==> images/met1.png <==
Cells faint in the background.
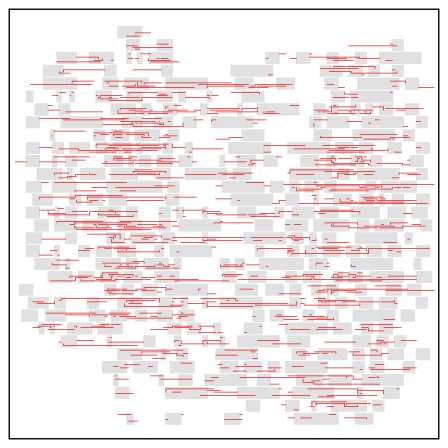
==> images/met2.png <==
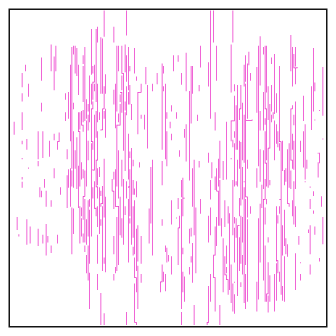
==> images/met3.png <==
Cells faint in the background.
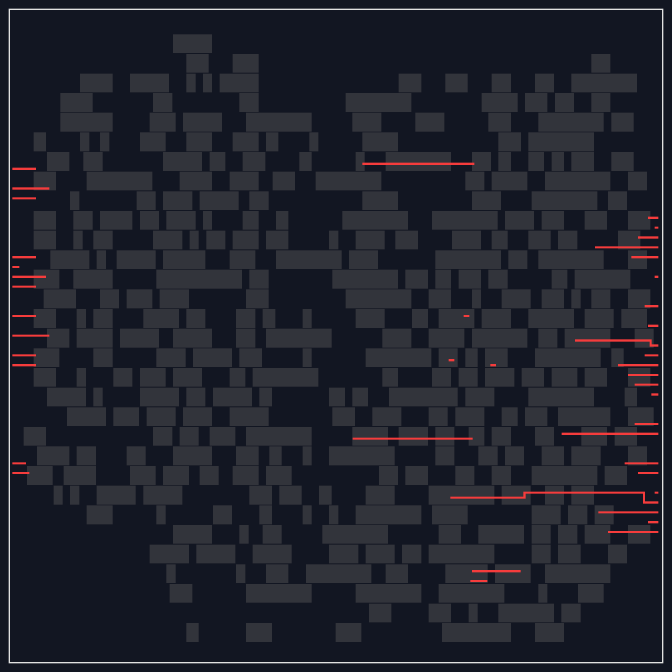
==> images/final_congestion.png <==
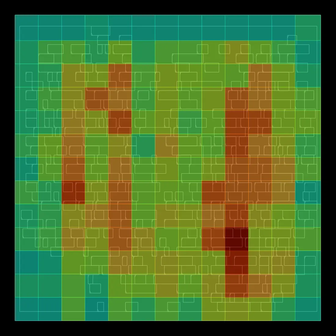
[src/rtl/logic_gate_pipe_if.sv]
// rtl/logic_gate_pipe_if.sv - operand/result handshake bundle for logic_gate_pipe; parity member exists only with LOGIC_PARITY_EN
interface logic_gate_pipe_if #(
    parameter int WIDTH = 8
);
    logic             in_valid;
    logic             in_ready;
    logic [2:0]       op;
    logic [WIDTH-1:0] a;
    logic [WIDTH-1:0] b;
    logic             out_valid;
    logic             out_ready;
    logic [WIDTH-1:0] o;
    logic [15:0]      done_cnt;
`ifdef LOGIC_PARITY_EN
    logic             parity;

    modport master (
        output in_valid, op, a, b, out_ready,
        input  in_ready, out_valid, o, done_cnt, parity
    );

    modport slave (
        input  in_valid, op, a, b, out_ready,
        output in_ready, out_valid, o, done_cnt, parity
    );
`else
    modport master (
        output in_valid, op, a, b, out_ready,
        input  in_ready, out_valid, o, done_cnt
    );

    modport slave (
        input  in_valid, op, a, b, out_ready,
        output in_ready, out_valid, o, done_cnt
    );
`endif
endinterface

[src/rtl/logic_gate_pipe.sv]
// rtl/logic_gate_pipe.sv - pipelined eight-function bitwise unit with elastic valid/ready stages; LOGIC_PARITY_EN adds registered parity of o
module logic_gate_pipe #(
    parameter int WIDTH  = 8,
    parameter int STAGES = 2
) (
    input logic              clk,
    input logic              rst_n,
    logic_gate_pipe_if.slave bus
);

    logic [WIDTH-1:0]  f_res;
    logic [STAGES-1:0] ready;
    logic [STAGES-1:0] v_q, v_d;
    logic [WIDTH-1:0]  d_q [STAGES];
    logic [WIDTH-1:0]  d_d [STAGES];
    logic [15:0]       done_cnt_q, done_cnt_d;
`ifdef LOGIC_PARITY_EN
    logic [STAGES-1:0] p_q, p_d;
`endif

    // Bitwise function of the operands currently offered at the input
    always_comb begin
        case (bus.op)
            3'b000:  f_res = ~bus.a;
            3'b001:  f_res = bus.a & bus.b;
            3'b010:  f_res = bus.a | bus.b;
            3'b011:  f_res = bus.a ^ bus.b;
            3'b100:  f_res = ~(bus.a & bus.b);
            3'b101:  f_res = ~(bus.a | bus.b);
            3'b110:  f_res = ~(bus.a ^ bus.b);
            default: f_res = bus.a;
        endcase
    end

    // Ready chain: a stage can take a beat if it is empty or its successor moves
    always_comb begin
        logic r;
        ready = '0;
        r     = bus.out_ready;
        for (int i = STAGES - 1; i >= 0; i--) begin
            r        = ~v_q[i] | r;
            ready[i] = r;
        end
    end

    // Stage advance; data regs only load real beats so o stays put across bubbles
    always_comb begin
        v_d = v_q;
        d_d = d_q;
`ifdef LOGIC_PARITY_EN
        p_d = p_q;
`endif
        if (ready[0]) begin
            v_d[0] = bus.in_valid;
            if (bus.in_valid) begin
                d_d[0] = f_res;
`ifdef LOGIC_PARITY_EN
                p_d[0] = ^f_res;
`endif
            end
        end
        for (int i = 1; i < STAGES; i++) begin
            if (ready[i]) begin
                v_d[i] = v_q[i-1];
                if (v_q[i-1]) begin
                    d_d[i] = d_q[i-1];
`ifdef LOGIC_PARITY_EN
                    p_d[i] = p_q[i-1];
`endif
                end
            end
        end
    end

    // Hand-off counter, wraps naturally at 16 bits
    always_comb begin
        done_cnt_d = done_cnt_q;
        if (v_q[STAGES-1] && bus.out_ready) begin
            done_cnt_d = done_cnt_q + 16'd1;
        end
    end

    // State registers; reset discards every in-flight beat
    always_ff @(posedge clk or negedge rst_n) begin
        if (!rst_n) begin
            v_q        <= '0;
            done_cnt_q <= '0;
            for (int i = 0; i < STAGES; i++) begin
                d_q[i] <= '0;
            end
`ifdef LOGIC_PARITY_EN
            p_q        <= '0;
`endif
        end else begin
            v_q        <= v_d;
            d_q        <= d_d;
            done_cnt_q <= done_cnt_d;
`ifdef LOGIC_PARITY_EN
            p_q        <= p_d;
`endif
        end
    end

    assign bus.in_ready  = ready[0];
    assign bus.out_valid = v_q[STAGES-1];
    assign bus.o         = d_q[STAGES-1];
    assign bus.done_cnt  = done_cnt_q;
`ifdef LOGIC_PARITY_EN
    assign bus.parity    = p_q[STAGES-1];
`endif

endmodule
[src/flat_wrapper.sv]
// flat-port wrapper written by rule: the top's interface ports become plain ports
module logic_gate_pipe_flat 
#(
    parameter int WIDTH  = 8,
    parameter int STAGES = 2
)
  (clk, rst_n, bus_in_valid, bus_op, bus_a, bus_b, bus_out_ready, bus_in_ready, bus_out_valid, bus_o, bus_done_cnt);
  logic_gate_pipe_if #(.WIDTH(WIDTH)) bus_i ();
  input logic clk;
  input logic rst_n;
  input wire logic [$bits(bus_i.in_valid)-1:0] bus_in_valid;
  input wire logic [$bits(bus_i.op)-1:0] bus_op;
  input wire logic [$bits(bus_i.a)-1:0] bus_a;
  input wire logic [$bits(bus_i.b)-1:0] bus_b;
  input wire logic [$bits(bus_i.out_ready)-1:0] bus_out_ready;
  output wire logic [$bits(bus_i.in_ready)-1:0] bus_in_ready;
  output wire logic [$bits(bus_i.out_valid)-1:0] bus_out_valid;
  output wire logic [$bits(bus_i.o)-1:0] bus_o;
  output wire logic [$bits(bus_i.done_cnt)-1:0] bus_done_cnt;
  assign bus_i.in_valid = bus_in_valid;
  assign bus_i.op = bus_op;
  assign bus_i.a = bus_a;
  assign bus_i.b = bus_b;
  assign bus_i.out_ready = bus_out_ready;
  assign bus_in_ready = bus_i.in_ready;
  assign bus_out_valid = bus_i.out_valid;
  assign bus_o = bus_i.o;
  assign bus_done_cnt = bus_i.done_cnt;
  logic_gate_pipe #(.WIDTH(WIDTH), .STAGES(STAGES)) u_core (.clk(clk), .rst_n(rst_n), .bus(bus_i));
endmodule
[config.mk]
export PLATFORM = sky130hd
export DESIGN_NAME = logic_gate_pipe_flat
export DESIGN_NICKNAME = d
export VERILOG_FILES = /design/src/rtl/logic_gate_pipe_if.sv /design/src/rtl/logic_gate_pipe.sv /design/src/flat_wrapper.sv
export SDC_FILE = /design/constraint.sdc
export NUM_CORES = 1
export LEC_CHECK = 0
export CAP_MARGIN = 10
export CELL_PAD_IN_SITES_DETAIL_PLACEMENT = 1
export CELL_PAD_IN_SITES_GLOBAL_PLACEMENT = 2
export CORE_UTILIZATION = 29
export DETAILED_ROUTE_END_ITERATION = 8
export PLACE_DENSITY = 0.78
export SLEW_MARGIN = 20
export SYNTH_ARGS = -nofsm -noshare
export SYNTH_HDL_FRONTEND = slang
export SYNTH_SLANG_ARGS = --single-unit
[constraint.sdc]
create_clock -name clk -period 1.3 [get_ports clk]
set_input_delay 0.195 -clock clk [delete_from_list [all_inputs] [get_ports clk]]
set_output_delay 0.195 -clock clk [all_outputs]
set_load 0.005 [all_outputs]
==> run notes <==
Entry: Yosys synthesis followed by OpenROAD place and route.

Place:
- The run gives the number of input and output port buffers inserted as 48.
- The run gives the placed wire-length estimate as 4.33 mm.
- The run puts the weighted congestion reported at the end of routability-driven placement at 0.766.

Min path:
- Note that the worst hold path type here is input port to async pin.

CTS:
- At the later pin of the worst-skew pair, clock insertion delay measures 290 ps.
- The run puts the number of H-tree levels at 2.
- TritonCTS built the clock tree.
- The run puts the number of buffers created by CTS at 5.
- The root buffer cell chosen for the clock tree is sky130_fd_sc_hd__clkbuf_8.
- The run gives the number of buffers on the longest clock path as 2.

Finish:
- The largest cell class by area is combinational gates.
- The run gives the count of inverters other than clock inverters in the layout as 17.
- The post-route netlist has 49.4% of its cells at a drive strength greater than 1.
- The run puts the non-clock buffer count in the final layout at 123.
- The layout has 807 filler cells.
- The run puts the total number of multi-input combinational cells at 144.
- The run puts the area of the multi-input gates at 1490 um^2.
- The clock network takes up 2.96% of total cell area after layout.
- Per the layout area report, the combinational fraction of cell area is 40.1%.
- The run gives the area added between synthesis and finish as 64.4%.
- The library cells used most frequently in the layout, excluding fill and tap cells, are sky130_fd_sc_hd__buf_4, sky130_fd_sc_hd__dfrtp_1, sky130_fd_sc_hd__dlygate4sd2_1, sky130_fd_sc_hd__inv_1, sky130_fd_sc_hd__mux2i_1.

STA:
- Across all setup checks in the final design, the least slack found is -57.4 ps.
- The end-of-flow timing check tallies setup violations at 21.
- The run gives the headroom to the max-slew limit as 79.3%.
- For the pin with the worst max-slew slack, the measured transition is 310 ps.
- Setup repair after global routing could not meet its margin everywhere.
- The run puts the highest attainable clock frequency at 737 MHz.
- The run gives the final period demand of the worst path as 1360 ps.

Die:
- The run puts the number of I/O pins at 49.
- In this run the core area contains 31 standard-cell rows.
- The run puts the horizontal die size at 90.3 um.
- Before placement the cells fill 30.6% of the core.
- The run puts the total die size at 8160 um^2.
- The run gives the vertical die dimension as 90.3 um.

Worst setup path:
- Per the timing report, the most critical flop-to-flop path originates at u_core.v_q[1].
- The worst setup path is captured at a flip-flop.
- For the worst flop-to-flop path, the logic depth is 5.
- The run gives the end point of the critical path as u_core.bus.done_cnt[1].
- The worst setup path is launched from a flip-flop.
- The run gives the required arrival time at the worst endpoint as 1480 ps.

GRT:
- The run puts the first-pass GRT wire length at 10.8 mm.
- The run gives the number of antenna violations at the first check in global routing as 0.
- Entering global routing, the biggest net connects 35 pins.
- The run puts the total grt overflow at 0.
- The global routing report lists combined usage of all routing layers as 16.5%.

Yosys:
- The run puts the mean cell area of the mapped netlist at 10.8 um^2.
- The run gives the synthesized flop and latch total as 34.
- The run gives the largest area contributor in the synthesized netlist as sky130_fd_sc_hd__dfrtp_1.
- The run gives the total cells reported by yosys after synthesis as 210.
- The run gives the share of flip-flops with an asynchronous set or reset after synthesis as 100%.
- Yosys instantiated no cell more often than sky130_fd_sc_hd__dfrtp_1.
- In the Yosys report, the sequential cells make up 37.6% of the chip area.
- In the synthesized netlist, the cells that appear most often are sky130_fd_sc_hd__dfrtp_1, sky130_fd_sc_hd__ha_1, sky130_fd_sc_hd__inv_1.
- The run puts the top-area cell type share of the netlist area at 37.6%.
- Counting flops with a built-in enable in the synthesized netlist gives 0.
- The run puts the total cell area reported by yosys after synthesis at 2260 um^2.

Route:
- For this sky-water flow run, the detailed-routed wirelength per cell is reported as 15.4 um.
- The run gives the number of DRC violations after detailed routing as 0.
- The run gives the count of routing violations after the opening detailed-route iteration as 24.
- The run gives the length of routed met3 wiring as 195 um.
- The run gives the routed wire length on met2 as 3.52 mm.
- The run puts the wire length on met1 at 2.70 mm.

Run:
- The run puts the number of max-capacitance violations reported at 0.
- The run puts the total tool warning count at 36.

Status:
- The run finished, with violations left.
- The checks that failed: negative setup slack.

Power:
- The run puts the relative contribution of combinational cells to total power at 42.3%.
- The run puts the cell-internal power at 0.00282 W.
- Power spread over the standard cell area amounts to 1100 nW/um^2.
-- met1.png (at the start) --
- main direction: horizontal
- wire length on this layer: 2700 um
M1 GR Usage: 18.4%
total routed wirelength: 6.53 mm
DR vias: 1989

-- met2.png (at the start) --
- longest straight run: 43.7 um
- main direction: vertical
- wire length on this layer: 3520 um
met2 track utilization from global routing: 31.6%

-- met3.png (at the start) --
- main direction: horizontal
- longest straight run: 16.6 um
- nets with wire on the layer: 38
- wire length on this layer: 195 um
- share of all routed wire: 3.0%
met3 layer usage reported by global route: 2.78%

-- final_congestion.png (at the start) --
most used routing layer: met2
final design utilization: 50.2%

-- state kept, by name (all words and copies together) (netlist names) --
name	cells
u_core.bus.o	8
u_core.d_q	8
u_core.bus.done_cnt	16
u_core.v_q	2
-- per-stage QoR --
stage / std cells / hold WS (ps) / util, % / setup WS (ps) / total power [W]
2_1_floorplan: 210 / -101 / - / 0.995 / 0.00208
3_3_place_gp: 387 / 461 / 42.1 / -614 / 0.00276
3_5_place_dp: 387 / 486 / 42.1 / -677 / 0.00282
4_1_cts: 415 / 286 / 47.7 / -88.2 / 0.00392
5_1_grt: 425 / 284 / 50.2 / -165 / 0.00431
6_report: 425 / 281 / 50.2 / -57.4 / 0.00409
-- power by group through the flow --
stage	clock network [W]	logic [W]	registers, W
4_1_cts	0.000944	0.00155	0.00142
2_1_floorplan	0	0.000607	0.00147
5_1_grt	0.000979	0.00187	0.00146
3_5_place_dp	0	0.00136	0.00146
6_report	0.000922	0.00173	0.00144
3_3_place_gp	0	0.00132	0.00145
-- what timing repair did --
item                                   in CTS  in global routing
hold buffers                                0                  0
buffers inserted                           20                 10
gates resized                              93                 53
gates cloned                                1                  0
setup endpoints to repair                  41                 37
pin swaps                                  21                 16
endpoints found under the hold margin       0                  0
-- logic make-up after synthesis --
logic type,synth area share (%)
adders and majority gates,9.40
xor gates and xnor gates,5.80
AOI/OAI and AO/OA,11.2
muxes,16.3
buffers and inverters,7.79
DFF,37.6
and+or+nand+nor,12.0
-- worst max-delay path, cell delays in order, from the launching register on --
cell and delay [ps]:
sky130_fd_sc_hd__dfrtp_1 400, sky130_fd_sc_hd__buf_4 140, sky130_fd_sc_hd__buf_4 140, sky130_fd_sc_hd__nand2_2 110
sky130_fd_sc_hd__buf_4 130, sky130_fd_sc_hd__mux2_2 320
Power and IR drop assume default switching activity.
